<file path="config.mk">
export PLATFORM = sky130hd
export DESIGN_NAME = fifo_stream_drain
export DESIGN_NICKNAME = d
export VERILOG_FILES = /design/src/rtl/fifo_stream_drain.sv
export SDC_FILE = /design/constraint.sdc
export NUM_CORES = 1
export LEC_CHECK = 0
export ABC_AREA = 1
export ABC_CLOCK_PERIOD_IN_PS = 1810
export CORE_AREA = 2 2 71 80
export DETAILED_ROUTE_END_ITERATION = 8
export DIE_AREA = 0 0 73 82
export GPL_TIMING_DRIVEN = 1
export PLACE_DENSITY_LB_ADDON = 0.05
export SETUP_SLACK_MARGIN = 0.1
export SLEW_MARGIN = 10
export SYNTH_ARGS = -nofsm -noshare
export SYNTH_HDL_FRONTEND = slang
export SYNTH_SLANG_ARGS = --single-unit
</file>
<file path="constraint.sdc">
create_clock -name clk -period 1.81 [get_ports clk]
set_input_delay 0.2715 -clock clk [delete_from_list [all_inputs] [get_ports clk]]
set_output_delay 0.2715 -clock clk [all_outputs]
set_load 0.01 [all_outputs]
</file>
<file path="src/rtl/fifo_stream_drain.sv">
// Purpose : drains a counter-based synchronous FIFO into a valid/ready stream framed into PKT_LEN-beat packets.
// Latency : a FIFO read issued in cycle N is captured at the end of N+1 and is visible on m_valid/m_data from N+2.
// Backpr. : a 3-entry credit-tracked buffer; reads stop once buffered + in-flight words reach 3, and m_ready never reaches fifo_rd_en.
//
// Ports:
//   clk, rst_n            clock, asynchronous active-low reset
//   en                    drain enable; gates new FIFO reads only
//   fifo_empty/fifo_data  FIFO status and read data (data valid the cycle after fifo_rd_en)
//   fifo_rd_en            FIFO read strobe
//   m_valid/m_ready       output stream handshake
//   m_data/m_last         head-of-buffer word and end-of-packet marker
//   xfer_cnt              count of completed beats, wraps at 2^CNT_WIDTH
module fifo_stream_drain #(
  parameter int DATA_WIDTH = 8,
  parameter int PKT_LEN    = 4,
  parameter int CNT_WIDTH  = 16
) (
  input  logic                  clk,
  input  logic                  rst_n,
  input  logic                  en,
  input  logic                  fifo_empty,
  input  logic [DATA_WIDTH-1:0] fifo_data,
  output logic                  fifo_rd_en,
  output logic                  m_valid,
  input  logic                  m_ready,
  output logic [DATA_WIDTH-1:0] m_data,
  output logic                  m_last,
  output logic [CNT_WIDTH-1:0]  xfer_cnt
);

  // Beat counter needs at least one bit even when PKT_LEN is 1.
  localparam int BW = (PKT_LEN > 1) ? $clog2(PKT_LEN) : 1;
  localparam logic [BW-1:0] LAST_BEAT = BW'(PKT_LEN - 1);

  logic [DATA_WIDTH-1:0] buf_mem [3];
  logic [1:0]            wr_ptr;
  logic [1:0]            rd_ptr;
  logic [1:0]            buf_cnt;
  logic                  inflight;
  logic [BW-1:0]         beat_cnt;
  logic [CNT_WIDTH-1:0]  xfer_q;
  logic                  capture;
  logic                  pop;
  logic [2:0]            credit_used;

  function automatic logic [1:0] ptr_next(input logic [1:0] p);
    return (p == 2'd2) ? 2'd0 : p + 2'd1;
  endfunction

  // Words already buffered plus the one possibly on its way from the FIFO.
  // Keeping this below 3 guarantees a free slot for every capture.
  assign credit_used = {1'b0, buf_cnt} + {2'b00, inflight};
  assign fifo_rd_en  = en && !fifo_empty && (credit_used < 3'd3);

  assign capture  = inflight;
  assign m_valid  = (buf_cnt != 2'd0);
  assign pop      = m_valid && m_ready;
  assign m_data   = buf_mem[rd_ptr];
  assign m_last   = m_valid && (beat_cnt == LAST_BEAT);
  assign xfer_cnt = xfer_q;

  always_ff @(posedge clk or negedge rst_n) begin
    if (!rst_n) begin
      wr_ptr   <= 2'd0;
      rd_ptr   <= 2'd0;
      buf_cnt  <= 2'd0;
      inflight <= 1'b0;
      beat_cnt <= '0;
      xfer_q   <= '0;
    end else begin
      inflight <= fifo_rd_en;
      if (capture) begin
        wr_ptr <= ptr_next(wr_ptr);
      end
      if (pop) begin
        rd_ptr   <= ptr_next(rd_ptr);
        beat_cnt <= (beat_cnt == LAST_BEAT) ? '0 : beat_cnt + BW'(1);
        xfer_q   <= xfer_q + CNT_WIDTH'(1);
      end
      // Capture and pop together leave the occupancy unchanged; the popped
      // word is always the older one because rd_ptr trails wr_ptr.
      case ({capture, pop})
        2'b10:   buf_cnt <= buf_cnt + 2'd1;
        2'b01:   buf_cnt <= buf_cnt - 2'd1;
        default: buf_cnt <= buf_cnt;
      endcase
    end
  end

  // Storage carries no reset; entries are only observed once buf_cnt covers them.
  always_ff @(posedge clk) begin
    if (capture) begin
      buf_mem[wr_ptr] <= fifo_data;
    end
  end

endmodule

</file>
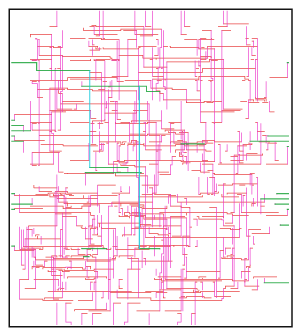
Run 1: signal wires by layer
Green is met3, wire length 144 um. Red is met1, wire length 2,010 um. Cyan is met4, wire length 67.3 um. Magenta is met2, wire length 1,860 um.
count of vias placed by the detailed router: 1,579
final WL: 4080 um
GR Util All Layers: 15.4%
per-cell routed wire length: 12.3 um

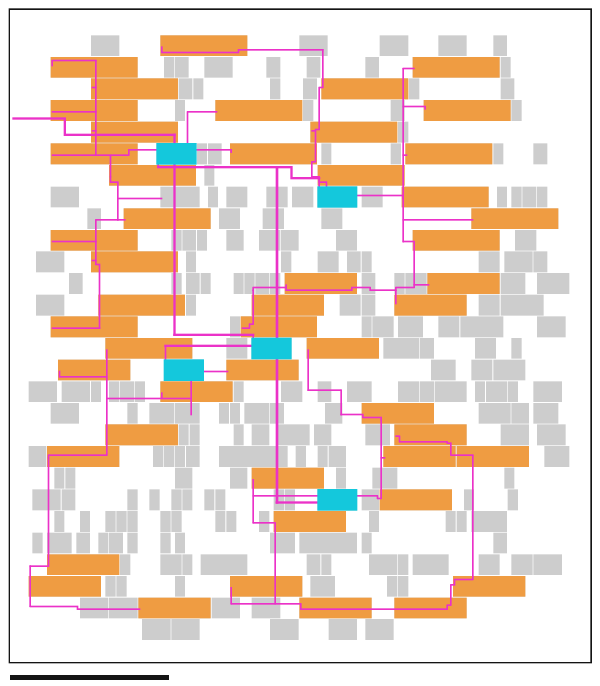
Run 1: routed clock nets over the placement
Bar = 20 um.
Cyan is cells driving clock nets, count 5. Orange is flip-flops, count 49. Magenta is clock wires, length 592 um.
Position of the flops: widely spread. There are 6 routed clock nets.
latest clock arrival within the worst-skew pair: 0.30 ns
Worst Skew: 0.00988 ns
Clk pwr share: 18.1%

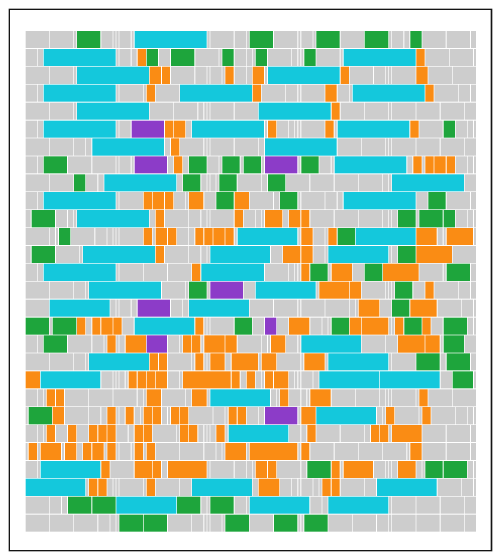
Run 1: cell classes on the final placement
Fill, decap, tap and diode cells in grey.
Orange is all other logic, cells 154. Cyan is flip-flops, cells 49. Purple is clock drivers and dummy loads, cells 8. Green is other buffers and delay cells, cells 61.
final design instance area without fill: 2860 um2
Core ar.: 5220 um2
site row count: 28

==> results.toml, run 1 <==
# implementation run metrics
[run_status]
status = "finished, violations left"
violations = "negative setup slack"

[floorplanning]
floorplan.initialDensity_pct = 41.7

[logic_synthesis]
yosys.stat.chipArea_um2 = 2180
ys_sh_xor_pct = 4.77
top_cell_type_s_share_of_synthesized_area_pct = 33.1
post_synth.cell_area_avg_um2 = 10.6
synthMostInstantiatedCell = "nand2_1"
yosys-stat-cells = 205
synth_warnings = 0

[timing]
hold_violations = 0
setup_slack_ns = -0.118
final_period_minus_worst_setup_slack_ns = 1.93
setup_viol_count_final = 1

[power_and_ir_drop]
swShare_pct = 34.8
power.sequential.fraction_pct = 41.9
netSwitchingPower_mw = 1.30

[routing]
route.detailed.drc = 0

[final_layout]
final_core_util_pct = 54.8

[placed_design]
global_placement_routability_congestion = 0.751
detailedPlace.worstSlack_ns = -0.334
## run 1: per-layer routing
metal	global-route usage [%]	part of all wire, %	wire length (um)
met5	0	0	0
met4	6.11	1.6	67
met3	3.68	3.5	144
met2	22.5	46	1860
met1	22.2	49	2010
## run 1: critical path, cell delays in order, from the launching register on
cell and delay [ns]:
dfrtp_1 0.39, ha_2 0.18, ha_2 0.16, or3b_4 0.36, a21oi_2 0.12, buf_2 0.14
## run 1: layout by cell type (no fill, tap or decap), drive strengths merged, types with 3 or more instances in the layout
cell / synthesis / routed
ha: 5 / 5
xor2: 6 / 6
inv: 20 / 20
dfrtp: 25 / 25
nand2: 68 / 68
nor3: 5 / 5
clkdlybuf4s50: 0 / 28
clkbuf: 0 / 14
o21ai: 3 / 3
nand4: 3 / 3
nand3: 13 / 13
buf: 2 / 23
edfxtp: 24 / 24
xnor2: 5 / 5
nor2: 19 / 19
## run 1: final cells by class
| type | count | area, um2 |
|---|---|---|
| fill | 471 | 2360 |
| sequential | 49 | 1350 |
| multi-input combinational | 134 | 759 |
| timing repair buffer | 61 | 508 |
| clock buffer | 6 | 82.6 |
| inverter | 20 | 75.1 |
| tap | 60 | 75.1 |
| clock inverter | 2 | 13.8 |
## run 1: registers in the layout (all words and copies together), names as in the netlist
name,count
buf_mem,24
xfer_cnt,16
beat_cnt,2
buf_cnt,2
rd_ptr,2
wr_ptr,2
capture,1
## run 1: what timing repair did
| action | 4_1_cts | 5_1_grt |
|---|---|---|
| buffers inserted | 3 | 1 |
| endpoints found under the hold margin | 0 | 0 |
| pin swaps | 0 | 1 |
| gates resized | 24 | 13 |
| endpoints found under the setup margin | 11 | 9 |
## Run 2: what changed since run 1
- CAP_MARGIN: unset -> 20
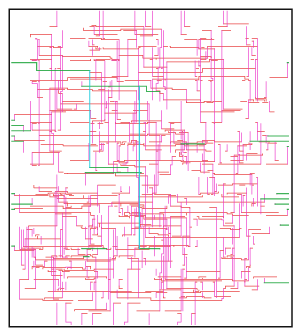
Run 2: signal wires by layer
Magenta is met2, wire length 1,860 um. Green is met3, wire length 144 um. Cyan is met4, wire length 67.3 um. Red is met1, wire length 2,010 um.

==> run 2 against run 1 <==
- the run still ends with negative setup slack left
- synthesized cell count unchanged
- non-clock buffer count did not move
- design area did not move
- critical path depth stayed put
- maximum frequency stayed put
- clock power is essentially flat
- via count unchanged
- hold slack did not move
- clock skew is the same
- core utilization is the same
- first-iteration DRC count stayed put
- largest power group unchanged
- highest routed layer unchanged
==> results.toml, run 2 <==
# implementation run metrics
[logic_synthesis]
yosys-stat-cells = 205
synth_sequential_area_ratio_pct = 61.8
top_cell_type_s_share_of_synthesized_area_pct = 33.1
yosys.stat.chipArea_um2 = 2180
synth.distinct_cells = 26
synthMostInstantiatedCell = "nand2_1"
yosys-top-cells-area = "edfxtp_1, dfrtp_1, nand2_1"
synth_warnings = 0
post_synth.cell_area_avg_um2 = 10.6

[final_layout]
largest_register_ffs = 24
fillCellCount = 471
final_common_cell = "nand2_1"
final_core_util_pct = 54.8
gate_area_um2 = 759
seq_area_um2 = 1350
syn_to_layout_area_delta_pct = 31.4
mostFrequentLayoutCells = "nand2_1, clkdlybuf4s50_1, dfrtp_1, edfxtp_1, buf_4"
postLayoutCellArea_um2 = 2860

[floorplanning]
design.core.area_um2 = 5220
floorplan.initialDensity_pct = 41.7
placementRows = 28

[run_status]
status = "finished, violations left"
violations = "negative setup slack"

[worst_setup_path]
timing.critical_path.mode_cell = "ha_2"
critPathSlowestCell = "dfrtp_1"
path_depth = 5
critPathMaxStageDelay_ns = 0.39
critical_path_cell_by_cell = "ha_2 > ha_2 > or3b_4 > a21oi_2 > buf_2"

[routing]
wire_per_inst_um = 12.3
wl_um = 4080
dr_total_vias = 1579
route.detailed.drc = 0

[global_route]
total_gr_overflow = 0

[power_and_ir_drop]
power.sequential.fraction_pct = 41.9
pwr-share-clk_pct = 18.1
p_leak_nw = 1.29
swShare_pct = 34.8
power_density_nw_per_um2 = 1300
netSwitchingPower_mw = 1.30

[clock_tree]
clkLatencyLatePin_ns = 0.30

[placed_design]
global_placement_routability_congestion = 0.751
detailedPlace.worstSlack_ns = -0.334

[timing]
setup_viol_count_final = 1
final_period_minus_worst_setup_slack_ns = 1.93
hold_violations = 0
finalClockSkew_ns = 0.00988
setup_slack_ns = -0.118
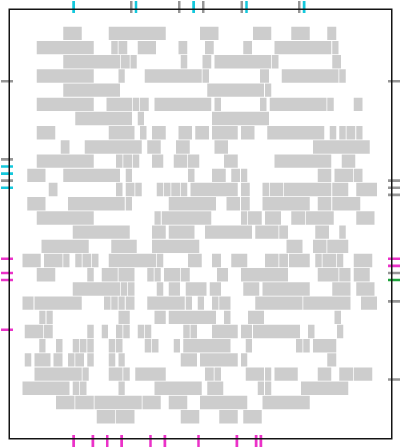
Run 2: pin map
Pins as bars across the die edge, other pins in grey.
Cyan is fifo_data, pins 8, direction input, edge 5 north, 3 west. Magenta is xfer_cnt, pins 16, direction output, edge 10 south, 4 west, 2 east. Green is m_ready, pins 1, direction input, edge east.
All pins by edge: 10 west, 10 east, 10 north, 10 south.
x dimension of the die: 73 um
die y size: 82 um
number of port buffers: 39

-- run 2: cells by family after synthesis --
group                    Yosys count  synth area share [%]
AND/OR/NAND/NOR                  110                  24.2
AND-OR/OR-AND                      8                  2.18
XOR/XNOR                          11                  4.77
buffers and inverters             22                  4.19
flip-flops                        49                  61.8
adder cells (fa/ha/maj)            5                  2.87
-- run 2: worst paths after layout --
path	endpoint	startpoint	slack (ns)
max in group asynchronous	rd_ptr[1]$_DFFE_PN0P_	rst_n	1.22
hold / removal	beat_cnt[0]$_DFFE_PN0P_	rst_n	0.32
setup / recovery	fifo_rd_en	capture$_DFF_PN0_	-0.12
min in group clk	beat_cnt[1]$_DFFE_PN0P_	beat_cnt[1]$_DFFE_PN0P_	0.50
setup reg to reg	buf_cnt[1]$_DFFE_PN0P_	capture$_DFF_PN0_	0.21
hold reg to reg	beat_cnt[1]$_DFFE_PN0P_	beat_cnt[1]$_DFFE_PN0P_	0.50
-- run 2: power by group through the flow --
stage,clock network [mW],logic [mW],registers [mW]
floorplan,0,0.766,1.59
global placement,0,1.59,1.58
detailed placement,0,1.61,1.59
CTS,0.698,1.58,1.56
global route,0.746,1.70,1.60
finish,0.674,1.49,1.56
-- run 2: cell type report --
class	instances	share of cell area, %
flip-flops and latches	49	47.1
multi-input cells	134	26.5
repair buffers	61	17.8
clock buffers	6	2.89
inverters	20	2.62
well taps	60	2.62
clock inverters	2	0.481
-- run 2: repair_timing --
item	CTS	global route
cloned	0	0
setup buffers	3	1
pin swaps	0	1
resized	24	13
endpoints found under the setup margin	11	9
-- run 2: per-layer routing --
metal / global-route usage (%) / vias up / wire (um)
met5: 0 / - / 0
met4: 6.11 / 0 / 67
met3: 3.68 / 5 / 144
met2: 22.5 / 31 / 1860
met1: 22.2 / 749 / 2010
li1: - / 794 / -
No activity file was given, so power comes from the tool's default toggle rates.
